Fig. 1: run 1, M1 wires
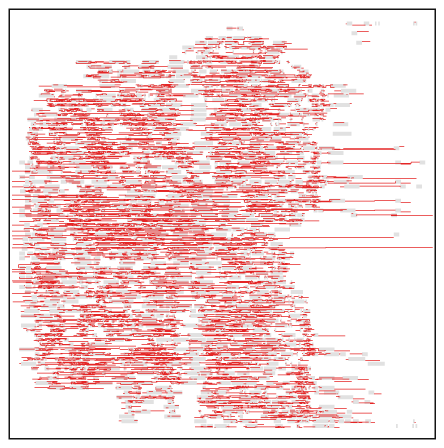
Fig. 2: run 1, signal wires on met2
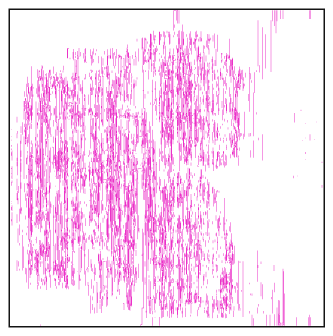
Fig. 3: run 1, metal 3
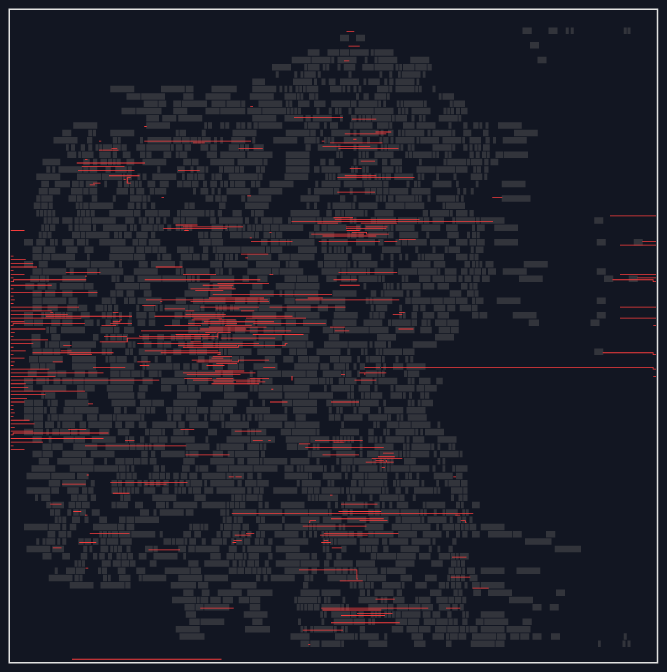
Fig. 4: run 1, M4 wires
The bar under the picture is 50 microns long.
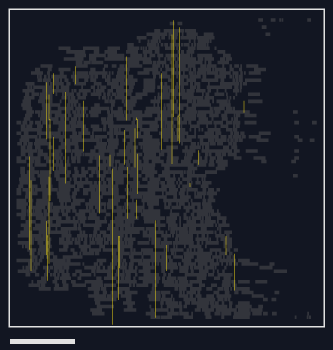
File: config.mk
export PLATFORM = sky130hd
export DESIGN_NAME = wave_gen_mc
export DESIGN_NICKNAME = d
export VERILOG_FILES = /design/src/rtl/wave_gen_mc.sv
export SDC_FILE = /design/constraint.sdc
export NUM_CORES = 1
export LEC_CHECK = 0
export CAP_MARGIN = 30
export CORE_AREA = 5 5 236 238
export DETAILED_ROUTE_END_ITERATION = 12
export DIE_AREA = 0 0 241 243
export PLACE_DENSITY = 0.67
export SYNTH_ARGS = -nofsm -noshare
export SYNTH_HDL_FRONTEND = slang
export SYNTH_SLANG_ARGS = --single-unit
File: constraint.sdc
create_clock -name clk -period 19.58 [get_ports clk]
set_input_delay 5.874 -clock clk [delete_from_list [all_inputs] [get_ports clk]]
set_output_delay 5.874 -clock clk [all_outputs]
set_load 0.1 [all_outputs]
File: src/rtl/wave_gen_mc.sv
// Multi-channel waveform generator with a small memory-mapped register file.
// Each channel runs a phase accumulator and produces SQUARE / SAW / TRI / NOISE
// samples (plus SINE when WAVE_GEN_MC_SINE_EN is defined), scaled by AMP.
// Pipeline: accumulator -> raw sample register -> wave register.
// Optional feature macro: WAVE_GEN_MC_SINE_EN (quarter-wave sine table, mode 4).
module wave_gen_mc #(
  parameter int N_CH  = 2,
  parameter int OUT_W = 12,
  parameter int ACC_W = 24
) (
  input  logic                  clk,
  input  logic                  rst,
  input  logic [3:0]            wstrb,
  input  logic [31:0]           addr,
  input  logic [31:0]           wdata,
  output logic [31:0]           rdata,
  output logic [N_CH*OUT_W-1:0] wave
);
  localparam logic [2:0] CH_GLOBAL = 3'd7;
`ifdef WAVE_GEN_MC_SINE_EN
  localparam logic SINE_PRESENT = 1'b1;
  localparam logic [OUT_W-1:0] MID = OUT_W'(1) << (OUT_W - 1);

  // Quarter-wave sine magnitude, full scale 32767, 64 steps over 0..90 degrees
  function automatic logic [14:0] sine_q(input logic [5:0] idx);
    logic [14:0] v;
    case (idx)
      6'd0:  v = 15'd0;     6'd1:  v = 15'd804;   6'd2:  v = 15'd1608;  6'd3:  v = 15'd2410;
      6'd4:  v = 15'd3212;  6'd5:  v = 15'd4011;  6'd6:  v = 15'd4808;  6'd7:  v = 15'd5602;
      6'd8:  v = 15'd6393;  6'd9:  v = 15'd7179;  6'd10: v = 15'd7962;  6'd11: v = 15'd8739;
      6'd12: v = 15'd9512;  6'd13: v = 15'd10278; 6'd14: v = 15'd11039; 6'd15: v = 15'd11793;
      6'd16: v = 15'd12539; 6'd17: v = 15'd13279; 6'd18: v = 15'd14010; 6'd19: v = 15'd14732;
      6'd20: v = 15'd15446; 6'd21: v = 15'd16151; 6'd22: v = 15'd16846; 6'd23: v = 15'd17530;
      6'd24: v = 15'd18204; 6'd25: v = 15'd18868; 6'd26: v = 15'd19519; 6'd27: v = 15'd20159;
      6'd28: v = 15'd20787; 6'd29: v = 15'd21403; 6'd30: v = 15'd22005; 6'd31: v = 15'd22594;
      6'd32: v = 15'd23170; 6'd33: v = 15'd23731; 6'd34: v = 15'd24279; 6'd35: v = 15'd24811;
      6'd36: v = 15'd25329; 6'd37: v = 15'd25832; 6'd38: v = 15'd26319; 6'd39: v = 15'd26790;
      6'd40: v = 15'd27245; 6'd41: v = 15'd27683; 6'd42: v = 15'd28105; 6'd43: v = 15'd28510;
      6'd44: v = 15'd28898; 6'd45: v = 15'd29268; 6'd46: v = 15'd29621; 6'd47: v = 15'd29956;
      6'd48: v = 15'd30273; 6'd49: v = 15'd30571; 6'd50: v = 15'd30852; 6'd51: v = 15'd31113;
      6'd52: v = 15'd31356; 6'd53: v = 15'd31580; 6'd54: v = 15'd31785; 6'd55: v = 15'd31971;
      6'd56: v = 15'd32137; 6'd57: v = 15'd32285; 6'd58: v = 15'd32412; 6'd59: v = 15'd32521;
      6'd60: v = 15'd32609; 6'd61: v = 15'd32678; 6'd62: v = 15'd32728; default: v = 15'd32757;
    endcase
    return v;
  endfunction
`else
  localparam logic SINE_PRESENT = 1'b0;
`endif

  logic       w_sel, w_wr, w_sync, w_unused;
  logic [2:0] w_ch;
  logic [1:0] w_reg;

  assign w_sel    = (addr[31:24] == 8'h04);
  assign w_wr     = w_sel && (|wstrb);
  assign w_ch     = addr[6:4];
  assign w_reg    = addr[3:2];
  assign w_sync   = w_wr && (w_ch == CH_GLOBAL) && (w_reg == 2'd0);
  assign w_unused = ^{addr, wdata};

  // Per-channel register views for the read mux
  logic [N_CH-1:0][3:0]       w_ctrl_a;
  logic [N_CH-1:0][ACC_W-1:0] w_freq_a;
  logic [N_CH-1:0][OUT_W-1:0] w_amp_a;
  logic [N_CH-1:0][7:0]       w_duty_a;

  for (genvar g = 0; g < N_CH; g++) begin : g_ch
    logic [3:0]         r_ctrl;
    logic [ACC_W-1:0]   r_freq, r_acc;
    logic [OUT_W-1:0]   r_amp, r_raw, r_wave;
    logic [7:0]         r_duty;
    logic [15:0]        r_lfsr;
    logic               w_wr_ch, w_mode_chg, w_clr, w_en, w_lfsr_fb, w_prod_unused;
    logic [ACC_W:0]     w_sum;
    logic [OUT_W-1:0]   w_p, w_tri, w_raw;
    logic [2*OUT_W-1:0] w_prod;

    assign w_wr_ch    = w_wr && (w_ch == 3'(g));
    // Only a change of waveform restarts the phase; toggling enable does not
    assign w_mode_chg = w_wr_ch && (w_reg == 2'd0) && (wdata[2:0] != r_ctrl[2:0]);
    assign w_clr      = w_mode_chg || (w_sync && wdata[g]);
    assign w_en       = r_ctrl[3];
    assign w_sum      = {1'b0, r_acc} + {1'b0, r_freq};
    assign w_lfsr_fb  = r_lfsr[0] ^ r_lfsr[2] ^ r_lfsr[3] ^ r_lfsr[5];
    assign w_p        = r_acc[ACC_W-1 -: OUT_W];
    assign w_tri      = w_p[OUT_W-1] ? ~{w_p[OUT_W-2:0], 1'b0} : {w_p[OUT_W-2:0], 1'b0};
    assign w_prod     = r_raw * r_amp;
    assign w_prod_unused = ^w_prod[OUT_W-1:0];

`ifdef WAVE_GEN_MC_SINE_EN
    logic [5:0]       w_sidx;
    logic [14:0]      w_q;
    logic [OUT_W-1:0] w_smag, w_sine;
    // Second and fourth quarters read the table backwards; lower half is below mid-scale
    assign w_sidx = w_p[OUT_W-2] ? ~w_p[OUT_W-3 -: 6] : w_p[OUT_W-3 -: 6];
    assign w_q    = sine_q(w_sidx);
    assign w_smag = {1'b0, w_q[14 -: (OUT_W-1)]};
    assign w_sine = w_p[OUT_W-1] ? (MID - w_smag) : (MID + w_smag);
`endif

    // Raw sample selection from the current phase and mode
    always_comb begin
      w_raw = '0;
      if (w_en) begin
        case (r_ctrl[2:0])
          3'd1:    w_raw = (r_acc[ACC_W-1 -: 8] < r_duty) ? {OUT_W{1'b1}} : '0;
          3'd2:    w_raw = w_p;
          3'd3:    w_raw = w_tri;
`ifdef WAVE_GEN_MC_SINE_EN
          3'd4:    w_raw = w_sine;
`endif
          3'd5:    w_raw = r_lfsr[15 -: OUT_W];
          default: w_raw = '0;
        endcase
      end
    end

    // Channel configuration registers
    always_ff @(posedge clk or posedge rst) begin
      if (rst) begin
        r_ctrl <= '0;
        r_freq <= '0;
        r_amp  <= '0;
        r_duty <= '0;
      end else if (w_wr_ch) begin
        case (w_reg)
          2'd0:    r_ctrl <= wdata[3:0];
          2'd1:    r_freq <= wdata[ACC_W-1:0];
          2'd2:    r_amp  <= wdata[OUT_W-1:0];
          default: r_duty <= wdata[7:0];
        endcase
      end
    end

    // Phase accumulator and noise LFSR; a clear beats the increment and suppresses the LFSR step
    always_ff @(posedge clk or posedge rst) begin
      if (rst) begin
        r_acc  <= '0;
        r_lfsr <= 16'hACE1;
      end else begin
        if (w_clr)     r_acc <= '0;
        else if (w_en) r_acc <= w_sum[ACC_W-1:0];
        if (!w_clr && w_en && w_sum[ACC_W]) r_lfsr <= {w_lfsr_fb, r_lfsr[15:1]};
      end
    end

    // Output pipeline: raw sample, then amplitude-scaled sample
    always_ff @(posedge clk or posedge rst) begin
      if (rst) begin
        r_raw  <= '0;
        r_wave <= '0;
      end else begin
        r_raw  <= w_raw;
        r_wave <= w_prod[2*OUT_W-1 -: OUT_W];
      end
    end

    assign wave[g*OUT_W +: OUT_W] = r_wave;
    assign w_ctrl_a[g] = r_ctrl;
    assign w_freq_a[g] = r_freq;
    assign w_amp_a[g]  = r_amp;
    assign w_duty_a[g] = r_duty;
  end

  // Combinational register read-back; unmapped locations read 0
  always_comb begin
    rdata = '0;
    if (w_sel) begin
      if (w_ch == CH_GLOBAL) begin
        if (w_reg == 2'd1) rdata = {20'd0, 4'(N_CH), 7'd0, SINE_PRESENT};
      end else begin
        for (int i = 0; i < N_CH; i++) begin
          if (w_ch == 3'(i)) begin
            case (w_reg)
              2'd0:    rdata = {28'd0, w_ctrl_a[i]};
              2'd1:    rdata = 32'(w_freq_a[i]);
              2'd2:    rdata = 32'(w_amp_a[i]);
              default: rdata = {24'd0, w_duty_a[i]};
            endcase
          end
        end
      end
    end
  end
endmodule

==> flow_metrics.tcl, run 1 <==
# yosys + openroad results
set metrics [dict create \
    wl_met1_microns 23630 \
    async_reset_ff_frac 1.000 \
    combPwrFrac 0.056 \
    grt_max_degree 79 \
    crit_cells 6 \
    cp.buffers_inverters 2 \
    finalClockSkew_ps 35.28 \
    h-tree-depth 1 \
    pin_count 126 \
    synth_warnings 0 \
    grt_pass1_wl_microns 86830 \
    insertedDiodeCount 1 \
    fillers 4997 \
    core_region_area_sq_um 53390 \
    nNetsFinal 2676 \
    timing.fmax_mhz 63.41 \
    nonClockInverterCount 277 \
    sh_seq_area 0.2375 \
    r2r-start "g_ch[1].r_amp[6]" \
    yosysTopAreaCellShare 0.2464 \
    fin_area_sq_um 23680 \
    place_hpwl_microns 40750 \
    grt.total_usage 0.1801 \
    start_kind "input pin" \
    grt_setup_unrepaired "no" \
    largest_class "combinational gates" \
    whs_path_depth 1 \
    initCoreUtil 0.3957 \
    area_growth_pct 12.10 \
    crit_top_cell "clkdlybuf4s50_1" \
    netlist_area_sq_um 21130 \
    reg2reg_depth 19 \
    ys_seq_share 0.2663 \
    crit_type "in2out" \
    post_cts_buffers 0 \
    period_needed_ps 15770 \
    comb-cell-share 0.5910 \
    fin_util 0.4436 \
    drcViolationCount 0 \
    clkLatencyLatePin_ps 570 \
    die_x_microns 241 \
    crit_arrival_ps 9900 \
    synth_cell_types 79 \
    drt-initial-drc-count 971 \
    layout_top_cell "inv_1" \
    ys.flops 224 \
    clock_buffers 36 \
    hold_viol 0 \
    status "complete, no violations" \
    ys_cells 2204 \
    wl_met2_microns 24240 \
    whs_ps 483.2 \
    max_stage_delay_ps 1250 \
    grt_antenna_before_repair 2 \
    multiInputCombCellCount 1592 \
    reg2reg_to "g_ch[1].r_wave[11]" \
    setup_slack_ps 3809 \
    synthTopCellsByArea "dfrtp_1 25%, fa_1 19%, ha_1 11%, mux2_2 5.5%, inv_1 4.9%" \
    critPathMaxFanout 22 \
    clkPwrFrac 0.500 \
    root_buffer "clkbuf_16" \
    slew_violations 0 \
    rrSetupSlack_ps 14150 \
    taps 696 \
    setup.worst_path.end_class "output pin" \
    io_buffer_count 90 \
    critPathCapture "rdata[8]" \
    ys_top_cells_by_count "277 x inv_1, 256 x nand2_1, 208 x dfrtp_1" \
    seq_power_share 0.444 \
    p_switching_mw 0.2457 \
    maxUsedRoutingLayer "met5" \
    hold_path_end "g_ch[0].r_lfsr[1]" \
    ys.flop_type "dfrtp_1" \
]
-- Fig. 1 (at the start) --
share of all routed wire	45%
nets with wire on the layer	2445
longest straight run	81.9 microns
wire length on this layer	23.6 mm
vias: 15600
met1 Usage GRT: 0.2546
DRT Wirelength: 53080 microns

-- Fig. 2 (at the start) --
nets with wire on the layer	2188
main direction	vertical
wire length on this layer	24.2 mm
routing usage on met2: 0.2836

-- Fig. 3 (at the start) --
longest straight run	101 microns
nets with wire on the layer	205
met3 usage: 0.03269

-- Fig. 4 (at the start) --
nets with wire on the layer	25
wire length on this layer	1510 microns

## run 1: logic make-up after synthesis
kind of cell / synth area share
AND-OR/OR-AND: 0.1087
XOR/XNOR: 0.03565
adder cells (fa/ha/maj): 0.2950
buffers and inverters: 0.07291
flip-flops: 0.2663
multiplexers: 0.08754
other: 0.0001775
AND/OR/NAND/NOR: 0.1338
## run 1: power groups by stage
stage | clock network (mW) | registers [mW] | logic, mW
floorplan | 0 | 0.476 | 0.0385
detailed placement | 0 | 0.479 | 0.0577
global placement | 0 | 0.479 | 0.0558
finish | 0.530 | 0.470 | 0.0591
CTS | 0.541 | 0.470 | 0.0580
global route | 0.559 | 0.470 | 0.0640
Fig. 5: run 1, track usage over the die
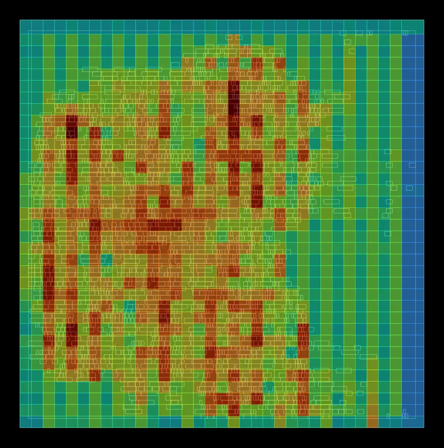

==> run 2, diff against run 1 <==
PLACE_DENSITY = 0.69   (was 0.67)
clock period = 14.1 ns   (was 19.58 ns; I/O delays follow)
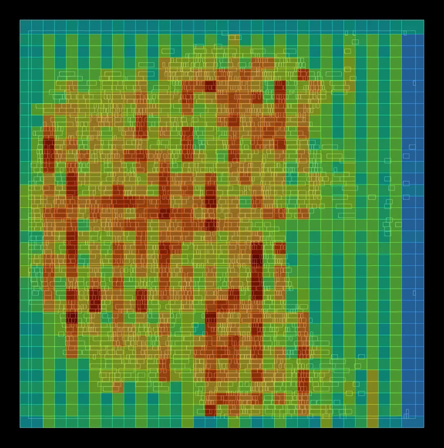
Fig. 6. Track usage over the die (run 2).
total track usage: 0.1791
met1 Usage GRT: 0.2545
routing usage on met2: 0.2804
met3 usage: 0.03723
Core Util, Final: 0.4388

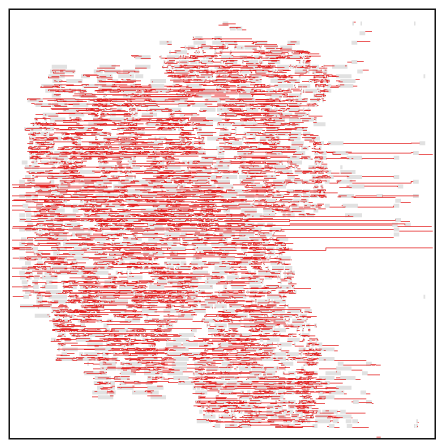
Fig. 7. M1 wires (run 2).
main direction	horizontal
wire length on this layer	23.5 mm
share of all routed wire	44%
vias: 15760
DRT Wirelength: 52970 microns

==> flow_metrics.tcl, run 2 <==
# yosys + openroad results
set metrics [dict create \
    async_reset_ff_frac 1.000 \
    drcViolationCount 0 \
    setup.worst_path.end_class "output pin" \
    pg_clk_mw 0.672 \
    io_buffer_count 90 \
    max_stage_delay_ps 1220 \
    ys.flops 224 \
    p_switching_mw 0.3309 \
    fin_area_sq_um 23430 \
    pin_count 126 \
    setup_slack_ps 1873 \
    yosysTopAreaCellShare 0.2464 \
    drtAntennaViolNets 0 \
    crit_type "in2out" \
    sh_seq_area 0.2401 \
    cts.sinks 224 \
    whs_path_depth 1 \
    finalClockSkew_ps 27.30 \
    status "complete, no violations" \
    ys.flop_type "dfrtp_1" \
    slew_headroom 0.2501 \
    h-tree-depth 1 \
    crit_top_cell "clkdlybuf4s50_1" \
    slew_violations 0 \
    critPathMaxFanout 22 \
    combPwrFrac 0.058 \
    largest_class "combinational gates" \
    grt_setup_unrepaired "no" \
    multiInputCombCellCount 1592 \
    grt_pass1_wl_microns 86060 \
    drt-initial-drc-count 1233 \
    taps 696 \
    chipArea_sq_um 58560 \
    synth_cell_types 79 \
    grt_antenna_before_repair 2 \
    reg2reg_to "g_ch[1].r_wave[8]" \
    fin_setup_tns_ps 0 \
    clkLatencyLatePin_ps 560 \
    root_buffer "clkbuf_16" \
    critPathCapture "rdata[11]" \
    maxPowerGroup "clock" \
    initCoreUtil 0.3957 \
    post_cts_buffers 0 \
    die_x_microns 241 \
    seq_power_share 0.464 \
    layout_top_cell "inv_1" \
    reg2reg_depth 18 \
    synthTopCellsByArea "dfrtp_1 25%, fa_1 19%, ha_1 11%, mux2_2 5.5%, inv_1 4.9%" \
    powerSeq_mw 0.653 \
    start_kind "input pin" \
    insertedDiodeCount 0 \
    hold_viol 0 \
    area_growth_pct 10.90 \
    crit_arrival_ps 8000 \
    period_needed_ps 12230 \
    place_hpwl_microns 40870 \
    hold_path_end "g_ch[0].r_lfsr[1]" \
    ys_seq_share 0.2663 \
    clock_buffers 37 \
    dp_cells 2891 \
    comb-cell-share 0.5974 \
    nNetsFinal 2672 \
    synth_warnings 0 \
    nonClockInverterCount 277 \
    ys_cells 2204 \
    timing.fmax_mhz 81.79 \
    crit_cells 7 \
]
run 2: routing by layer:
layer  track usage  wire length, microns
met1        0.2545                 23460
met2        0.2804                 24150
met3       0.03723                  3932
met4       0.04630                  1410
met5             0                    14
run 2: worst reg2reg max path, delay by kind of cell (launching register included):
| family | cells | cell delay, ps |
|---|---|---|
| buffers and inverters | 3 | 190 |
| xor gates and xnor gates | 1 | 150 |
| and+or+nand+nor | 2 | 310 |
| DFF | 1 | 660 |
| AOI/OAI and AO/OA | 6 | 1340 |
| adders and majority gates | 6 | 2700 |
run 2: kinds of logic after synthesis:
group	Yosys count	share of synthesized area
mux	156	0.08754
flops	224	0.2663
compound gates	359	0.1087
xor+xnor	86	0.03565
fa+ha+maj	378	0.2950
other cells	1	0.0001775
simple gates	605	0.1338
buf+inv	395	0.07291
Power figures rest on the tool's default switching activity, not on a simulated workload.
